<file path="config.mk">
export PLATFORM = sky130hd
export DESIGN_NAME = alu_cmd_sequencer
export DESIGN_NICKNAME = d
export VERILOG_FILES = /design/src/rtl/alu_cmd_sequencer.sv
export SDC_FILE = /design/constraint.sdc
export NUM_CORES = 1
export LEC_CHECK = 0
export ABC_AREA = 1
export CAP_MARGIN = 15
export CORE_MARGIN = 1.5
export CORE_UTILIZATION = 50
export CTS_BUF_LIST = sky130_fd_sc_hd__clkbuf_8
export CTS_CLUSTER_DIAMETER = 50
export CTS_CLUSTER_SIZE = 8
export DETAILED_ROUTE_END_ITERATION = 8
export HOLD_SLACK_MARGIN = 0.08
export PLACE_DENSITY = 0.81
export SLEW_MARGIN = 20
export SYNTH_ARGS = -nofsm -noshare
export SYNTH_HDL_FRONTEND = slang
export SYNTH_SLANG_ARGS = --single-unit
export TNS_END_PERCENT = 100
</file>
<file path="constraint.sdc">
create_clock -name clk -period 2.9 [get_ports clk]
set_input_delay 0.58 -clock clk [delete_from_list [all_inputs] [get_ports clk]]
set_output_delay 0.58 -clock clk [all_outputs]
set_load 0.05 [all_outputs]
</file>
<file path="src/rtl/alu_cmd_sequencer.sv">
// +-----------------------------------------------------------------------------+
// | Module   : alu_cmd_sequencer                                                |
// | Purpose  : FIFO-buffered command sequencer driving an 8-bit accumulator ALU |
// |            with a valid/ready result port and zero/carry flags.             |
// | Options  : ALU_SEQ_SATURATE_EN - ADD/SUB clamp instead of wrapping.         |
// | Revision : 1.0 - initial release                                            |
// +-----------------------------------------------------------------------------+
`default_nettype none
`timescale 1ns/1ps

module alu_cmd_sequencer #(
    parameter int FIFO_DEPTH = 4
) (
    input  logic       clk,
    input  logic       rst_n,
    input  logic       i_cmd_valid,
    output logic       o_cmd_ready,
    input  logic [2:0] i_cmd_op,
    input  logic [7:0] i_cmd_data,
    output logic       o_res_valid,
    input  logic       i_res_ready,
    output logic [7:0] o_res_data,
    output logic       o_zero,
    output logic       o_carry,
    output logic       o_busy
);

    localparam int PTR_W = $clog2(FIFO_DEPTH);
    localparam int CNT_W = PTR_W + 1;

    localparam logic [PTR_W-1:0] c_PTR_ONE  = PTR_W'(1);
    localparam logic [CNT_W-1:0] c_CNT_ONE  = CNT_W'(1);
    localparam logic [CNT_W-1:0] c_CNT_ZERO = '0;
    localparam logic [CNT_W-1:0] c_CNT_FULL = CNT_W'(FIFO_DEPTH);

    localparam logic [2:0] c_OP_OR   = 3'b000;
    localparam logic [2:0] c_OP_NAND = 3'b001;
    localparam logic [2:0] c_OP_NOR  = 3'b010;
    localparam logic [2:0] c_OP_AND  = 3'b011;
    localparam logic [2:0] c_OP_ADD  = 3'b100;
    localparam logic [2:0] c_OP_SUB  = 3'b101;
    localparam logic [2:0] c_OP_LOAD = 3'b110;
    localparam logic [2:0] c_OP_EMIT = 3'b111;

    localparam logic [1:0] S_IDLE  = 2'd0;
    localparam logic [1:0] S_EXEC  = 2'd1;
    localparam logic [1:0] S_STALL = 2'd2;

    logic [1:0]       state_q, state_d;
    logic [10:0]      fifo_mem_q [FIFO_DEPTH];
    logic [PTR_W-1:0] wr_ptr_q, wr_ptr_d;
    logic [PTR_W-1:0] rd_ptr_q, rd_ptr_d;
    logic [CNT_W-1:0] count_q, count_d;
    logic [7:0]       acc_q, acc_d;
    logic             zero_q, zero_d;
    logic             carry_q, carry_d;
    logic             res_valid_q, res_valid_d;
    logic [7:0]       res_data_q, res_data_d;

    logic             w_full;
    logic             w_empty;
    logic             w_push;
    logic             w_pop;
    logic [10:0]      w_head;
    logic [2:0]       w_head_op;
    logic [7:0]       w_head_b;
    logic             w_head_emit;
    logic             w_emit_fire;
    logic [8:0]       w_sum;
    logic [8:0]       w_diff;
    logic [7:0]       w_alu;
    logic             w_cout;

    assign w_full      = (count_q == c_CNT_FULL);
    assign w_empty     = (count_q == c_CNT_ZERO);
    assign w_push      = i_cmd_valid && !w_full;
    assign w_head      = fifo_mem_q[rd_ptr_q];
    assign w_head_op   = w_head[10:8];
    assign w_head_b    = w_head[7:0];
    assign w_head_emit = (w_head_op == c_OP_EMIT);
    assign w_emit_fire = w_pop && w_head_emit;

    assign o_cmd_ready = !w_full;
    assign o_res_valid = res_valid_q;
    assign o_res_data  = res_data_q;
    assign o_zero      = zero_q;
    assign o_carry     = carry_q;
    assign o_busy      = !w_empty || (state_q != S_IDLE);

    // ------------------------------------------------------------------ FSM
    always_ff @(posedge clk or negedge rst_n) begin
        if (!rst_n) begin
            state_q <= S_IDLE;
        end else begin
            state_q <= state_d;
        end
    end

    always_comb begin
        state_d = state_q;
        case (state_q)
            S_IDLE: begin
                if (!w_empty) state_d = S_EXEC;
            end
            S_EXEC: begin
                if (!w_pop && !w_empty)      state_d = S_STALL;
                else if (count_d == c_CNT_ZERO) state_d = S_IDLE;
                else                         state_d = S_EXEC;
            end
            S_STALL: begin
                if (w_pop) state_d = (count_d == c_CNT_ZERO) ? S_IDLE : S_EXEC;
            end
            default: state_d = S_IDLE;
        endcase
    end

    // An EMIT may only retire once the previous result has been taken.
    always_comb begin
        w_pop = 1'b0;
        case (state_q)
            S_EXEC:  w_pop = !w_empty && !(w_head_emit && res_valid_q && !i_res_ready);
            S_STALL: w_pop = !w_empty && i_res_ready;
            default: w_pop = 1'b0;
        endcase
    end

    // ----------------------------------------------------------------- FIFO
    always_ff @(posedge clk) begin
        if (w_push) fifo_mem_q[wr_ptr_q] <= {i_cmd_op, i_cmd_data};
    end

    always_comb begin
        wr_ptr_d = w_push ? (wr_ptr_q + c_PTR_ONE) : wr_ptr_q;
        rd_ptr_d = w_pop  ? (rd_ptr_q + c_PTR_ONE) : rd_ptr_q;
        case ({w_push, w_pop})
            2'b10:   count_d = count_q + c_CNT_ONE;
            2'b01:   count_d = count_q - c_CNT_ONE;
            default: count_d = count_q;
        endcase
    end

    // ------------------------------------------------------------------ ALU
    assign w_sum  = {1'b0, acc_q} + {1'b0, w_head_b};
    assign w_diff = {1'b0, w_head_b} - {1'b0, acc_q};

    always_comb begin
        w_alu  = acc_q;
        w_cout = 1'b0;
        case (w_head_op)
            c_OP_OR:   w_alu = acc_q | w_head_b;
            c_OP_NAND: w_alu = ~(acc_q & w_head_b);
            c_OP_NOR:  w_alu = ~(acc_q | w_head_b);
            c_OP_AND:  w_alu = acc_q & w_head_b;
            c_OP_ADD: begin
                w_cout = w_sum[8];
`ifdef ALU_SEQ_SATURATE_EN
                w_alu  = w_sum[8] ? 8'hFF : w_sum[7:0];
`else
                w_alu  = w_sum[7:0];
`endif
            end
            c_OP_SUB: begin
                // Bit 8 of the 9-bit difference is set exactly when acc > B.
                w_cout = w_diff[8];
`ifdef ALU_SEQ_SATURATE_EN
                w_alu  = w_diff[8] ? 8'h00 : w_diff[7:0];
`else
                w_alu  = w_diff[7:0];
`endif
            end
            c_OP_LOAD: w_alu = w_head_b;
            default:   w_alu = acc_q;
        endcase
    end

    always_comb begin
        acc_d       = acc_q;
        zero_d      = zero_q;
        carry_d     = carry_q;
        res_data_d  = res_data_q;
        res_valid_d = res_valid_q;
        if (w_pop && !w_head_emit) begin
            acc_d   = w_alu;
            zero_d  = (w_alu == 8'h00);
            carry_d = w_cout;
        end
        if (w_emit_fire) begin
            res_data_d  = acc_q;
            res_valid_d = 1'b1;
        end else if (i_res_ready) begin
            res_valid_d = 1'b0;
        end
    end

    always_ff @(posedge clk or negedge rst_n) begin
        if (!rst_n) begin
            wr_ptr_q    <= '0;
            rd_ptr_q    <= '0;
            count_q     <= '0;
            acc_q       <= 8'h00;
            zero_q      <= 1'b0;
            carry_q     <= 1'b0;
            res_valid_q <= 1'b0;
            res_data_q  <= 8'h00;
        end else begin
            wr_ptr_q    <= wr_ptr_d;
            rd_ptr_q    <= rd_ptr_d;
            count_q     <= count_d;
            acc_q       <= acc_d;
            zero_q      <= zero_d;
            carry_q     <= carry_d;
            res_valid_q <= res_valid_d;
            res_data_q  <= res_data_d;
        end
    end

endmodule

`default_nettype wire

</file>
Figure 1. Congestion heat map.
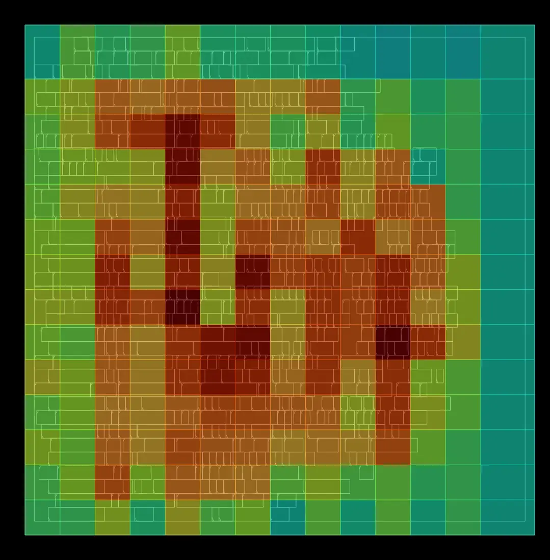
grt met1 use: 0.2714
final core occ: 0.6381
grt met3 use: 0.03621
drt wl/cell: 16.51 µm
overall routing resource usage: 0.2334

Figure 2. Signal wires on met3.
Drawn at 4 px/µm.
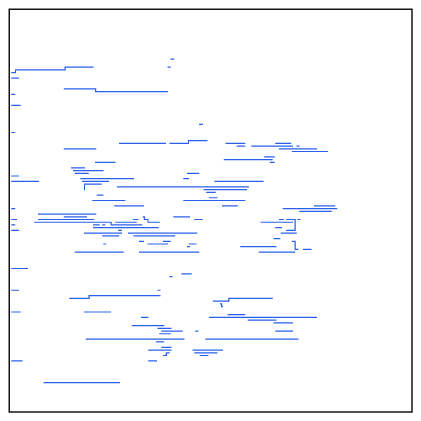
The wires run mostly horizontal. The layer holds 6.1% of the routed length.

==> out/qor.txt <==
final wirelength -> 12500 µm
die area -> 0.01006 mm²
TritonCTS clock tree -> built
Antenna Nets Post-Route -> 0
reg2reg start -> rd_ptr_q[0]
fin crit period -> 2895 ps
mean post-synth cell area -> 8.397 µm²
final non-filler cell area -> 0.005868 mm²
Ports -> 28
CTS Hold Bufs -> 0
yosys synthesis chip area -> 0.004736 mm²
Init Core Util -> 0.5150
max frequency -> 345.4 MHz
tool warnings -> 49
layout cells sized above 1 -> 0.2229
most frequent cells in the layout -> nand2_1, inv_1, buf_4
clock tree buffer depth -> 2
Max-slew headroom -> 0.6636
Hold WC Path Type -> reg2reg
Fillers -> 686
Final nets -> 692
Max-cap violations -> 0
Largest stage delay, worst path -> 500 ps
later-pin clock latency in the skew report -> 350 ps
Final Wtd Congestion -> 0.9262
post-route DRC violation count -> 0
Hold Path Sink -> o_zero
R2R depth -> 18
# clock sinks -> 72
CP Max Fanout -> 7
Worst Hold Margin -> 493.0 ps
crit start category -> flip-flop
Slew @ Worst Pin -> 503.0 ps
largest net degree at the start of global routing -> 29
Cell Rows -> 35
Worst Hold Path Cells -> 2
Hold Startpoint -> o_zero
Post-Syn Nets -> 615
DR iter-0 viols -> 337
total core area -> 0.009196 mm²
most frequent CP cell -> nand2_4
Port Buffers -> 27
Layout area overhead -> 23.91%
final hold vios -> 0
Fin Setup TNS -> 0 ps
register area -> 0.002023 mm²
cts bufs inserted -> 9
number of synthesized register bits -> 72
worst path bufs/invs -> 3
Post-Synthesis Cell Area -> 0.004736 mm²
crit-path leading delay family -> simple AND/OR/NAND/NOR gates
Unique cell types -> 43
Slowest-stage cell, CP -> dfrtp_2
CP Class -> reg2reg
Overflow after GRT -> 0
skew final -> 9.103 ps
Final Setup Violations -> 0
HPWL Detailed -> 8133 µm
crit path DAT -> 3130 ps
status -> finished, final reports clean
first-pass GRT wire length -> 18290 µm
crit path setup slack, layout -> 5.055 ps
drt pass-1 iters -> 5
Via density -> 5.557
Seq/Total Area, Yosys -> 0.4269
number of synthesis warnings -> 0
Comb gate area -> 0.002427 mm²
yosys stat cell total -> 564
Syn Inst Count -> 564
vias in the first global route -> 3933
die width -> 100.3 µm
Slew Limit Fails -> 0
reg2reg setup slack -> 5 ps
Cell Area, Placed -> 0.005294 mm²
htree depth -> 3
clock root cell -> clkbuf_8
Tcrit/Tclk final -> 0.9983
reg2reg end -> state_q[0]
initial antenna violation count -> 0
vias -> 4207
Cell Chain, Critical Path -> clkinv_4, buf_6, nand2_2, nand3_2, nand2_4, nor2_4, nand2_4, nand2_8, nand2_4, ha_4, inv_2, fa_2, a21oi_2, o21ai_1, xnor2_1, or3_1, a21oi_2, o21ai_1
Figure 3. Placed cells, one colour a class.
Drawn at 4 px/µm. Fill, decap, tap and diode cells in grey.
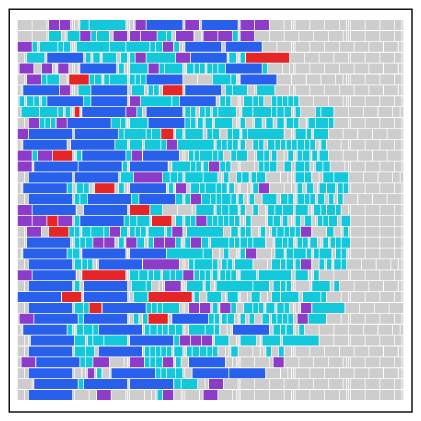
Key: purple = other buffers and delay cells [cells 79, share of their area 12%]; red = clock drivers and dummy loads [cells 16, share of their area 4.2%]; cyan = all other logic [cells 479, share of their area 48%]; blue = flip-flops [cells 72, share of their area 35%]

Figure 4. Drive-strength map.
Drawn at 4 px/µm.
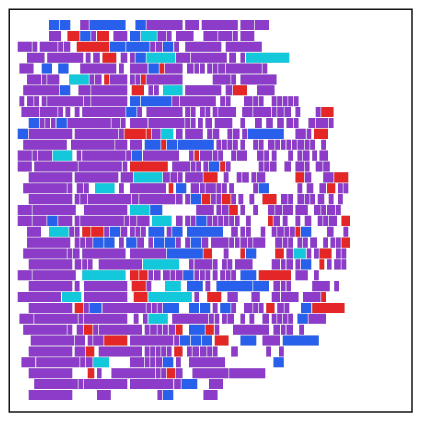
Key: blue = drive 3 to 4 [cells 68, most used buf_4]; red = drive 2 [cells 56]; cyan = drive 6 and up [cells 20, most used clkbuf_8]; purple = drive 1 or less [cells 502, most used nand2_1]

## cell type report
type / instances / share of cell area
Multi-Input combinational cell: 393 / 0.4136
Sequential cell: 72 / 0.3448
Timing Repair Buffer: 79 / 0.1196
Inverter: 85 / 0.05608
Tap cell: 111 / 0.02367
Clock buffer: 9 / 0.02111
Clock inverter: 7 / 0.02026
Timing Repair inverter: 1 / 0.0008529
## sequential cells by signal (all words and copies together), names as in the netlist
register,count
count_q,3
o_zero,1
fifo_mem_q,44
wr_ptr_q,2
o_res_data,8
acc_q,8
o_carry,1
state_q,2
o_res_valid,1
rd_ptr_q,2
## cell families after synthesis
kind of cell	synth area share
XOR/XNOR	0.01665
adder cells (fa/ha/maj)	0.09987
AND/OR/NAND/NOR	0.2848
buffers and inverters	0.09538
AND-OR/OR-AND	0.07636
flip-flops	0.4269
## worst max-delay path by stage
stage               depth (start not counted)         from          to
detailed placement                         15  i_res_ready  state_q[0]
global route                               17  rd_ptr_q[0]  state_q[0]
global placement                           15  i_res_ready  state_q[0]
floorplan                                  16   state_q[0]  state_q[0]
finish                                     18  rd_ptr_q[0]  state_q[0]
CTS                                        16   state_q[1]  state_q[0]
## worst register-to-register path, stage by stage, from the launching register on
cell and delay, ps:
dfrtp_2 500, clkinv_4 140, buf_6 150, nand2_2 60
nand3_2 90, nand2_4 90, nor2_4 50, nand2_4 120
nand2_8 60, nand2_4 70, ha_4 130, inv_2 40
fa_2 360, a21oi_2 120, o21ai_1 80, xnor2_1 150
or3_1 370, a21oi_2 140, o21ai_1 70
## stage by stage
step,utilization,cells
after floorplan,-,564
after global placement,0.5756,723
after detailed placement,0.5756,723
after CTS,0.6045,740
after global routing,0.6381,757
final,0.6381,757
## metal layers
| layer | up-vias | global-route usage | wire length [µm] |
|---|---|---|---|
| met1 | 1991 | 0.2714 | 4774 |
| met3 | 31 | 0.03621 | 756 |
| li1 | 1976 | - | - |
| met4 | 0 | 0.07367 | 271 |
| met5 | - | 0 | 0 |
| met2 | 209 | 0.4385 | 6694 |
## what timing repair did
item                                   CTS  global route
setup buffers                            1            14
cloned                                   0             3
endpoints found under the hold margin    0             0
pin swaps                                0            17
setup endpoints to repair                4             9
resized                                  5            50
## Yosys cell counts, drive strengths merged
cell | number | area (µm²)
a21o | 1 | 7.510
a21oi | 16 | 80.08
a31oi | 2 | 27.53
a32oi | 3 | 26.28
buf | 13 | 125.1
clkbuf | 1 | 5.000
clkinv | 1 | 3.750
dfrtp | 28 | 700.7
edfxtp | 44 | 1321
fa | 3 | 60.06
ha | 33 | 412.9
inv | 84 | 317.8
nand2 | 170 | 724.4
nand3 | 49 | 270.3
nand3b | 3 | 22.52
nand4 | 11 | 68.82
nor2 | 44 | 192.7
nor3 | 6 | 51.30
o211ai | 5 | 37.54
o21a | 1 | 7.510
o21ai | 32 | 160.2
o22ai | 1 | 6.260
o2bb2ai | 1 | 8.760
or2 | 2 | 12.52
or3 | 1 | 6.260
xnor2 | 2 | 17.52
xor2 | 7 | 61.31
